[config.mk]
export PLATFORM = sky130hd
export DESIGN_NAME = freq_meter_seq
export DESIGN_NICKNAME = d
export VERILOG_FILES = /design/src/rtl/freq_meter_seq.sv
export SDC_FILE = /design/constraint.sdc
export NUM_CORES = 1
export LEC_CHECK = 0
export ABC_AREA = 1
export ABC_CLOCK_PERIOD_IN_PS = 2350
export CORE_UTILIZATION = 50
export CTS_CLUSTER_SIZE = 14
export DETAILED_ROUTE_END_ITERATION = 7
export GPL_TIMING_DRIVEN = 0
export PLACE_DENSITY = 0.77
export SYNTH_ARGS = -nofsm -noshare
export SYNTH_HDL_FRONTEND = slang
export SYNTH_SLANG_ARGS = --single-unit
[constraint.sdc]
create_clock -name clk -period 2.35 [get_ports clk]
set_input_delay 0.5875 -clock clk [delete_from_list [all_inputs] [get_ports clk]]
set_output_delay 0.5875 -clock clk [all_outputs]
set_load 0.01 [all_outputs]
[src/rtl/freq_meter_seq.sv]
// freq_meter_seq: gate-window sequencer for the frequency meter (open, close, calc, hand off, gap).
// Auto-ranging on successful results is compiled in when FREQ_SEQ_AUTORANGE_EN is defined.
module freq_meter_seq #(
    parameter int unsigned GATE_BASE  = 25_000_000,
    parameter int unsigned GAP_CYCLES = 5_000_000,
    parameter int unsigned LO_THR     = 1_000,
    parameter int unsigned HI_THR     = 100_000_000
) (
    input  logic        clk,
    input  logic        rst,
    input  logic        i_run,
    input  logic        i_key_range,
    output logic        o_gate_soft,
    input  logic        i_gate_real,
    input  logic        i_calc_done,
    input  logic [31:0] i_cnt_x,
    output logic [1:0]  o_range,
    output logic        o_res_valid,
    input  logic        i_res_ready,
    output logic [31:0] o_res_cnt,
    output logic [1:0]  o_res_range,
    output logic        o_res_timeout,
    output logic        o_busy
);

    localparam logic [31:0] GATE_W   = 32'(GATE_BASE);
    localparam logic [31:0] TMO_LOAD = 32'(GATE_BASE - 1);
    localparam logic [31:0] GAP_LOAD = 32'(GAP_CYCLES - 1);

    // The longest gate (range 3) has to fit the 32-bit counter, and inverted thresholds would oscillate.
    if (((64'(GATE_BASE) << 3) >= 64'h1_0000_0000) || (GATE_BASE == 0) ||
        (GAP_CYCLES == 0) || (LO_THR > HI_THR)) begin : g_param_check
        $error("freq_meter_seq: invalid parameter set");
    end

    typedef enum logic [2:0] {
        S_IDLE,
        S_OPEN,
        S_CLOSE,
        S_CALC,
        S_OUT,
        S_GAP
    } state_t;

    state_t      state;
    state_t      state_nxt;
    logic [31:0] cnt;
    logic [1:0]  range;
    logic [1:0]  cur_range;
    logic [31:0] res_cnt;
    logic [1:0]  res_range;
    logic        res_timeout;

    logic cnt_zero;
    logic done_hit;
    logic tmo_hit;

    assign cnt_zero = (cnt == '0);
    assign done_hit = (state == S_CALC) && i_calc_done;
    // A done pulse in the last CALC cycle takes precedence over the timeout.
    assign tmo_hit  = ((state == S_CLOSE) && i_gate_real && cnt_zero) ||
                      ((state == S_CALC) && !i_calc_done && cnt_zero);

    always_ff @(posedge clk) begin
        if (rst) begin
            state <= S_IDLE;
        end else begin
            state <= state_nxt;
        end
    end

    always_comb begin
        state_nxt = state;
        case (state)
            S_IDLE:  if (i_run) state_nxt = S_OPEN;
            S_OPEN:  if (cnt_zero) state_nxt = S_CLOSE;
            S_CLOSE: begin
                if (!i_gate_real) begin
                    state_nxt = S_CALC;
                end else if (cnt_zero) begin
                    state_nxt = S_OUT;
                end
            end
            S_CALC:  if (done_hit || tmo_hit) state_nxt = S_OUT;
            S_OUT:   if (i_res_ready) state_nxt = S_GAP;
            S_GAP:   if (cnt_zero) state_nxt = S_IDLE;
            default: state_nxt = S_IDLE;
        endcase
    end

    // One down-counter serves the gate window, both wait timeouts and the inter-measurement gap.
    always_ff @(posedge clk) begin
        if (rst) begin
            cnt       <= '0;
            cur_range <= '0;
        end else begin
            case (state)
                S_IDLE: begin
                    if (i_run) begin
                        cur_range <= range;
                        cnt       <= (GATE_W << range) - 32'd1;
                    end
                end
                S_OPEN: begin
                    if (cnt_zero) cnt <= TMO_LOAD;
                    else          cnt <= cnt - 32'd1;
                end
                S_CLOSE: begin
                    if (!i_gate_real)   cnt <= TMO_LOAD;
                    else if (!cnt_zero) cnt <= cnt - 32'd1;
                end
                S_OUT: begin
                    if (i_res_ready) cnt <= GAP_LOAD;
                end
                default: begin
                    if (!cnt_zero) cnt <= cnt - 32'd1;
                end
            endcase
        end
    end

    always_ff @(posedge clk) begin
        if (rst) begin
            res_cnt     <= '0;
            res_range   <= '0;
            res_timeout <= 1'b0;
        end else if (done_hit) begin
            res_cnt     <= i_cnt_x;
            res_range   <= cur_range;
            res_timeout <= 1'b0;
        end else if (tmo_hit) begin
            res_cnt     <= '0;
            res_range   <= cur_range;
            res_timeout <= 1'b1;
        end
    end

    // The key always wins; auto-ranging only nudges the range on a good result.
    always_ff @(posedge clk) begin
        if (rst) begin
            range <= '0;
        end else if (i_key_range) begin
            range <= range + 2'd1;
`ifdef FREQ_SEQ_AUTORANGE_EN
        end else if (done_hit) begin
            if ((i_cnt_x < LO_THR) && (range != 2'd3)) begin
                range <= range + 2'd1;
            end else if ((i_cnt_x > HI_THR) && (range != 2'd0)) begin
                range <= range - 2'd1;
            end
`endif
        end
    end

    assign o_gate_soft   = (state == S_OPEN);
    assign o_res_valid   = (state == S_OUT);
    assign o_busy        = (state != S_IDLE);
    assign o_range       = range;
    assign o_res_cnt     = res_cnt;
    assign o_res_range   = res_range;
    assign o_res_timeout = res_timeout;

endmodule

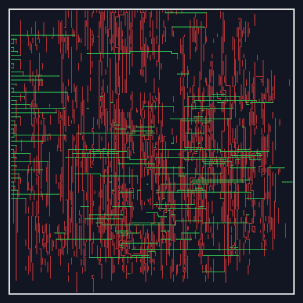
*Signal wires by layer*
Scale: 3 px per um. Two of the layers only.
metal 2: shown in red, wire length 5,920 um. metal 3: shown in green, wire length 1,150 um.
overall track demand over capacity in global routing: 31.68%
Final Routed Wirelength: 13,600 um
detail-routed net length per standard cell: 15.96 um
via count: 4,741

==> impl_summary.log <==
[flow] summary of implementation run
[metrics] outcome: completed
[metrics] RSZ-0062 raised after global routing: true
[metrics] post-DR vias/cell: 5.565
[metrics] power in combinational cells: 3840 uW
[metrics] initial antenna violation count: 0
[metrics] violation count after the first detailed-routing iteration: 305
[metrics] count of buffers from port buffering: 77
[metrics] layout cells sized above 1: 8.166%
[metrics] DRT antenna net count: 0
[metrics] count of flip-flops with a built-in enable after synthesis: 0
[metrics] master cell of the clock root buffer: sky130_fd_sc_hd__clkbuf_8
[metrics] CTS H-Tree Depth: 3
[metrics] hold_buf cts: 0
[metrics] most common logic cell in the routed design: sky130_fd_sc_hd__nand2_1
[metrics] top power group: combinational cells
[metrics] RD Place Congestion: 0.9788
[metrics] Placeable Area: 0.008258 mm2
[metrics] via count of the first global-routing pass: 4,311
[metrics] flops out of synthesis: 74
[metrics] Yosys Warn Count: 0
[metrics] top cells by area: sky130_fd_sc_hd__dfxtp_1 (35%), sky130_fd_sc_hd__nand2_1 (15%), sky130_fd_sc_hd__nor2_1 (9.1%), sky130_fd_sc_hd__a21oi_1 (6.8%), sky130_fd_sc_hd__o21ai_0 (4.6%)
[metrics] reported max-cap violation count: 0
[metrics] count of warning messages emitted by the tools: 35
[metrics] pins over their slew limit: 0
[metrics] combined area of all synthesized cells: 0.004270 mm2
[metrics] die extent in x: 94.42 um
[metrics] post-synthesis to final-layout area growth: 27.86%
[metrics] clock skew after layout: 0.01559 ns
[metrics] sequential cell power: 1960 uW
[metrics] power drawn by the clock network: 1340 uW
[metrics] Total Die Area: 0.008914 mm2
[metrics] Post-Place Cell Area: 0.005172 mm2
[metrics] pre-CTS WS: 0.1080 ns
[metrics] Max transition margin: 61.47%
[metrics] count of final setup violators: 0
[metrics] most frequent cells in the layout: sky130_fd_sc_hd__nand2_1 (174), sky130_fd_sc_hd__nor2_1 (103), sky130_fd_sc_hd__clkdlybuf4s50_1 (77), sky130_fd_sc_hd__dfxtp_1 (73), sky130_fd_sc_hd__a21oi_1 (58)
[metrics] actual transition at the worst max-transition pin: 0.5779 ns
[metrics] Leakage: 0.002294 uW
[metrics] post-layout period usage: 96.48%
[metrics] mean post-synth cell area: 6.540 um2
[metrics] number of placed instances, taps included: 835
[metrics] worst vdd ir: 0.0008865 V
[metrics] maximum clock rate: 0.4411 GHz
[metrics] share of the yosys chip area belonging to registers: 34.69%
[metrics] Antenna Cells: 0
[metrics] fraction of synthesis flops using an asynchronous set or reset pin: 0%
[metrics] hpwl dp: 10,260 um
[metrics] io pins: 79
[metrics] sequential cell fraction of total power: 27.4%
[metrics] total net switching power: 3484 uW
[metrics] dominant register cell in the synthesized netlist: sky130_fd_sc_hd__dfxtp_1
[metrics] final hold vios: 0
[metrics] post-synthesis cell count from yosys: 653
[metrics] Area leader share: 34.69%
[metrics] share of total power in the clock network: 18.8%
[metrics] CTS tree: built
[metrics] wire length of the first global-routing pass: 21,160 um
[metrics] clk buf depth: 2
[metrics] final cell count without fillers: 852
[metrics] P_int: 3645 uW
[metrics] yosys stat chip area: 0.004270 mm2
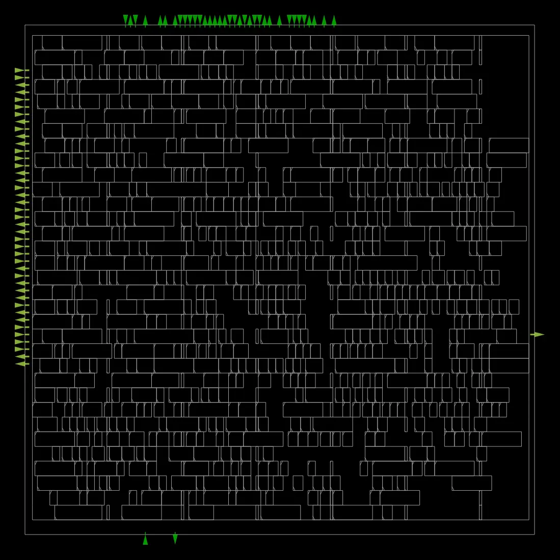
*Cell outlines without signal wires*
number of well taps: 105
final core utilization: 66.12%
std cell rows: 33

-- through the flow --
stage	power (uW)	utilization, %
3_3_place_gp	5579	62.64
4_1_cts	7023	65.95
6_report	7129	66.12
2_1_floorplan	4532	-
3_5_place_dp	5650	62.64
5_1_grt	7626	66.12
-- sequential cells by signal, indices dropped and copies added, names as in the netlist --
signal,count
cnt,32
cur_range,2
o_range,2
o_res_cnt,32
o_res_range,2
o_res_timeout,1
state,3
-- timing repair --
action / 4_1_cts / 5_1_grt
endpoints found under the setup margin: 1 / 2
buffers inserted: 1 / 0
gates resized: 1 / 3
pin swaps: 1 / 0
gates cloned: 0 / 0
-- layer usage --
layer | wire length, um | track usage (%)
met5 | 0 | 0
met4 | 644 | 17.31
met3 | 1154 | 6.844
met2 | 5916 | 48.91
met1 | 5884 | 41.03
-- worst max-delay path: stages (launching register included) --
cell and delay (ns):
sky130_fd_sc_hd__dfxtp_4 0.39, sky130_fd_sc_hd__inv_1 0.07, sky130_fd_sc_hd__nor2_2 0.11, sky130_fd_sc_hd__nand2_2 0.09, sky130_fd_sc_hd__inv_2 0.13, sky130_fd_sc_hd__clkdlybuf4s50_1 0.55
-- path summary, 6_finish.rpt --
| kind | slack [ns] | to | startpoint | cells past startpoint |
|---|---|---|---|---|
| min reg2reg | 0.46 | o_res_cnt[30]$_SDFFE_PP0P_ | o_res_cnt[30]$_SDFFE_PP0P_ | 2 |
| min | 0.46 | o_res_cnt[30]$_SDFFE_PP0P_ | o_res_cnt[30]$_SDFFE_PP0P_ | 2 |
| max reg2reg | 0.12 | cnt[0]$_SDFFE_PP0P_ | cnt[0]$_SDFFE_PP0P_ | 11 |
| max | 0.08 | o_gate_soft | state[0]$_SDFFE_PP0P_ | 5 |
-- synth_stat cells (5+ instances only) --
cell	count
sky130_fd_sc_hd__nand4_1	11
sky130_fd_sc_hd__nor3_1	11
sky130_fd_sc_hd__nand3_1	33
sky130_fd_sc_hd__o21ai_0	39
sky130_fd_sc_hd__o21ai_1	10
sky130_fd_sc_hd__clkbuf_1	10
sky130_fd_sc_hd__buf_2	5
sky130_fd_sc_hd__xnor2_1	5
sky130_fd_sc_hd__inv_2	8
sky130_fd_sc_hd__nand2_2	8
sky130_fd_sc_hd__dfxtp_1	74
sky130_fd_sc_hd__ha_1	13
sky130_fd_sc_hd__nand2_1	174
sky130_fd_sc_hd__xor2_1	8
sky130_fd_sc_hd__nor2_1	104
sky130_fd_sc_hd__a21oi_1	58
sky130_fd_sc_hd__inv_1	47
-- layout make-up --
class	count	area, um2
fillers	765	2798
multi-input cells	503	2487
flip-flops and latches	74	1485
repair buffers	78	778.2
inverters	56	212.7
clock inverters	6	137.6
well taps	105	131.4
clock buffers	10	127.6
plain buffers	20	100.1
-- cells by family after synthesis --
group,after synthesis,synth area share [%]
adders and majority gates,13,3.809
AOI/OAI and AO/OA,122,15.94
and+or+nand+nor,355,35.57
xor gates and xnor gates,13,2.666
buffers and inverters,76,7.325
DFF,74,34.69
Power figures rest on the tool's default switching activity, not on a simulated workload.
